==> src/rtl/mk_fifo.sv <==
// mk_fifo: circular-buffer FIFO with token-style enqueue/dequeue enables and occupancy count
//   CLK, RST_N (async active-low)
//   IN_ENQ/_VALID/_CONSUMED         enqueue data token
//   IN_EN_ENQ/_VALID/_CONSUMED      enqueue enable token (0 = no-op)
//   IN_EN_DEQ/_VALID/_CONSUMED      dequeue enable token (0 = no-op)
//   OUT_FIRST/_VALID/_CONSUMED      head entry (CONSUMED is informational only)
//   OUT_COUNT                       occupancy 0..depth
module mk_fifo #(
  parameter int width = 1,
  parameter int depth = 2
) (
  input  logic                                   CLK,
  input  logic                                   RST_N,
  input  logic [((width == 0) ? 1 : width)-1:0]  IN_ENQ,
  input  logic                                   IN_ENQ_VALID,
  output logic                                   IN_ENQ_CONSUMED,
  input  logic                                   IN_EN_ENQ,
  input  logic                                   IN_EN_ENQ_VALID,
  output logic                                   IN_EN_ENQ_CONSUMED,
  input  logic                                   IN_EN_DEQ,
  input  logic                                   IN_EN_DEQ_VALID,
  output logic                                   IN_EN_DEQ_CONSUMED,
  output logic [((width == 0) ? 1 : width)-1:0]  OUT_FIRST,
  output logic                                   OUT_FIRST_VALID,
  input  logic                                   OUT_FIRST_CONSUMED,
  output logic [$clog2(depth):0]                 OUT_COUNT
);
  localparam int DW = (width == 0) ? 1 : width;
  localparam int AW = $clog2(depth);
  localparam int CW = AW + 1;
  logic [DW-1:0] mem_q [depth];
  logic [AW-1:0] head_q, head_d, tail_q, tail_d;
  logic [CW-1:0] count_q, count_d;
  logic data_vld, full, empty, enq_ok, deq_ok, push, pop;
  logic unused_first_consumed;
  assign unused_first_consumed = OUT_FIRST_CONSUMED;
  // full/empty use the pre-edge count only, so a same-cycle pop cannot make
  // room for a push and a same-cycle push cannot feed a pop
  always_comb begin
    data_vld = (width == 0) ? 1'b1 : IN_ENQ_VALID;
    full = count_q == CW'(depth);
    empty = count_q == '0;
    enq_ok = data_vld & IN_EN_ENQ_VALID & (~IN_EN_ENQ | ~full);
    deq_ok = IN_EN_DEQ_VALID & (~IN_EN_DEQ | ~empty);
    push = enq_ok & IN_EN_ENQ;
    pop = deq_ok & IN_EN_DEQ;
    head_d = pop ? head_q + AW'(1) : head_q;
    tail_d = push ? tail_q + AW'(1) : tail_q;
    count_d = count_q + CW'(push) - CW'(pop);
  end
  always_ff @(posedge CLK or negedge RST_N) begin
    if (!RST_N) begin
      head_q <= '0;
      tail_q <= '0;
      count_q <= '0;
    end else begin
      head_q <= head_d;
      tail_q <= tail_d;
      count_q <= count_d;
    end
  end
  always_ff @(posedge CLK) begin
    if (push && RST_N) mem_q[tail_q] <= IN_ENQ;
  end
  assign IN_ENQ_CONSUMED = enq_ok;
  assign IN_EN_ENQ_CONSUMED = enq_ok;
  assign IN_EN_DEQ_CONSUMED = deq_ok;
  assign OUT_FIRST = mem_q[head_q];
  assign OUT_FIRST_VALID = ~empty;
  assign OUT_COUNT = count_q;
endmodule

==> config.mk <==
export PLATFORM = sky130hd
export DESIGN_NAME = mk_fifo
export DESIGN_NICKNAME = d
export VERILOG_FILES = /design/src/rtl/mk_fifo.sv
export SDC_FILE = /design/constraint.sdc
export NUM_CORES = 1
export LEC_CHECK = 0
export CAP_MARGIN = 10
export CORE_AREA = 2 2 39 41
export CTS_BUF_LIST = sky130_fd_sc_hd__clkbuf_4 sky130_fd_sc_hd__clkbuf_8
export CTS_CLUSTER_DIAMETER = 40
export DETAILED_ROUTE_END_ITERATION = 16
export DIE_AREA = 0 0 41 43
export PLACE_DENSITY = 0.57
export SETUP_SLACK_MARGIN = 0.3
export SYNTH_ARGS = -nofsm -noshare
export SYNTH_HDL_FRONTEND = slang
export SYNTH_SLANG_ARGS = --single-unit
==> constraint.sdc <==
create_clock -name CLK -period 2.3 [get_ports CLK]
set_input_delay 0.23 -clock CLK [delete_from_list [all_inputs] [get_ports CLK]]
set_output_delay 0.23 -clock CLK [all_outputs]
set_load 0.01 [all_outputs]
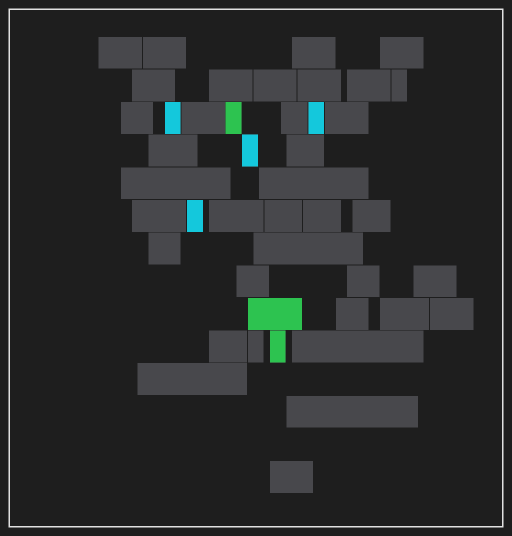
logic_types.png
Drawn at 12 px/um.
legend:
  cyan:
    family: inverters
    cells: 4
    most_used: inv_1
    where: top middle
  green:
    family: NOR gates
    cells: 3
    most_used: nor2_1
combinational share of cell area: 26.6%
dominant logic cell type in the layout: sky130_fd_sc_hd__clkdlybuf4s50_1
number of non-filler instances in the completed layout: 60

==> summary.txt <==
Notes on the physical implementation.

- The placement row count is 14, for reference.
- The maximum net fanout on the critical path is 4, for reference.
- The layout has 4 inverters outside the clock class.
- Buffers placed on the I/O ports in this run total 14.
- For the completed layout, the total cell area is recorded as 498 um2.
- Sequential cells placed in the final layout were counted as 6.
- TritonCTS created 3 clock buffers.
- The clock passes through at most 2 buffers.
- In the layout the commonest cells are sky130_fd_sc_hd__clkdlybuf4s50_1, sky130_fd_sc_hd__dfrtp_1, sky130_fd_sc_hd__inv_1, sky130_fd_sc_hd__clkbuf_4, sky130_fd_sc_hd__xnor2_1.
- The sum of negative setup slack is 0 ps, for reference.
- The non-clock buffering overhead in the final layout is 28.1%, for reference.
- The area of all sequential standard cells is 160 um2, for reference.
- Per the CTS log, the maximum H-tree level is 1.
- The clock latency reported for the late side of the worst-skew pair is 240 ps, for reference.
- The post-synth register bit count is 6.
- The clock-pin slew reported for the worst setup and hold paths after clock tree synthesis is 50 ps, for reference.
- The share of synthesized cell area in and, or, nand and nor gates is 12.3%, for reference.
- Once detail routing completed, the nets flagged for antenna violations numbered 0.
- The final worst clock skew is 5.57 ps, for reference.
- Data on the critical path is required at its endpoint by 2460 ps.
- The multi-input combinational cells in the finished layout cover a total of 133 um2.
- The number of design rule violations left after detail routing is 0, for reference.
- For reference, the final report shows the max-slew violation count at 0.
- The maximum number of pins on one net before global-route repair is 7, for reference.
- The post-synth design cell area is 315 um2, for reference.
- The area fraction in xor and xnor cells is 11.1%, for reference.
- The relative area of clock buffers and inverters in the final design is 6.03%, for reference.
- The number of nets at floorplan is 38, for reference.
- The flow ran to the end, and the final reports show no timing, DRC or antenna violations.
- The critical path is of the in -> reg type.
- After synthesis, the design contains 27 cells according to Yosys.
- The design received a total of 16 well taps at floorplan.
- The mean area per synthesized cell is 11.7 um2, for reference.
- Detailed-route iteration 0 reported a violation count of 3.
- The cell class ranked first by area is registers, for reference.
- The final hold violation count recorded for this run is 0.
- Across every metal layer, demand over resource in global routing totals 8.47%.
- The startpoint of the worst register-to-register path is OUT_COUNT[1]$_DFF_PN0_, for reference.
- The vertical die dimension reported for this design is 43 um.
- The number of inserted diodes is 0, for reference.
- The max-slew check reports its worst relative slack as 84.0%.
- The largest voltage drop on the vdd net is 0.333 mV, for reference.
- The max-capacitance violation count is 0, for reference.
- The via count is 230, for reference.
- The post-placement cell area is 468 um2, for reference.
- STA lists the endpoint of the worst register-to-register path as OUT_COUNT[1]$_DFF_PN0_.
- In this run the count of I/O pins placed on the die edge is 16.
- The core box area is 1380 um2, for reference.
- The clock sink count is 6, for reference.
- The multi-input combinational gate total is 16, for reference.
- The complex-gate fraction of the synthesized area is 7.14%, for reference.
- The final core utilization is 36.0%, for reference.
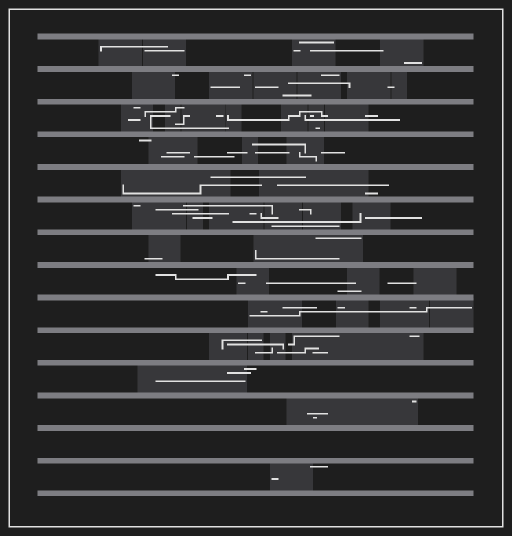
layer_met1.png
Drawn at 12 px/um. Supply wires on this layer in gray. Cells faint in the background.
nets with wire on the layer: 51
share of all routed wire: 48%
grt met1 use: 10.1%
overall routed net length: 537 um

[layer usage]
metal	GRT usage, %	vias up	share of wire [%]	wire, um
met2	10.0	3	46	245
met1	10.1	103	48	256
met4	4.00	0	1.3	7
met3	7.85	2	5.0	27
met5	0	-	0	0
li1	-	122	-	-
[synth_stat cells, drive strengths merged]
cell / instances / area [um2]
dfrtp: 4 / 100
mux2: 1 / 11.3
ha: 2 / 25.0
and3: 1 / 11.3
a21boi: 1 / 7.51
inv: 4 / 15.0
buf: 1 / 7.51
a31oi: 1 / 6.26
nand2: 2 / 7.51
nor3b: 1 / 12.5
a211o: 1 / 8.76
xnor2: 3 / 26.3
edfxtp: 2 / 60.1
nor2: 2 / 7.51
xor2: 1 / 8.76
[through the flow]
stage               hold WS [ps]  power [mW]  instances  worst slack, ps
floorplan                  -65.6       0.296         27              634
global placement             476       0.400         56              335
detailed placement           477       0.402         56              324
CTS                          214       0.525         60              572
global route                 213       0.564         60              495
finish                       212       0.514         60              574
[how the worst max path moves through the flow]
stage,startpoint,to,slack (ps),cells past startpoint
final,IN_EN_ENQ,OUT_COUNT[1]$_DFF_PN0_,570,8
after global routing,OUT_COUNT[1]$_DFF_PN0_,IN_EN_DEQ_CONSUMED,490,3
after CTS,IN_EN_ENQ_VALID,IN_EN_ENQ_CONSUMED,570,4
after detailed placement,IN_EN_ENQ,OUT_COUNT[1]$_DFF_PN0_,320,8
after global placement,IN_EN_ENQ,OUT_COUNT[1]$_DFF_PN0_,340,8
after floorplan,OUT_COUNT[1]$_DFF_PN0_,OUT_COUNT[1]$_DFF_PN0_,630,8
[power breakdown]
| part | internal [mW] | switching (mW) |
|---|---|---|
| registers | 0.150 | 0.0384 |
| clock network | 0.0776 | 0.0392 |
| logic | 0.128 | 0.0804 |
No activity file was given, so power comes from the tool's default toggle rates.
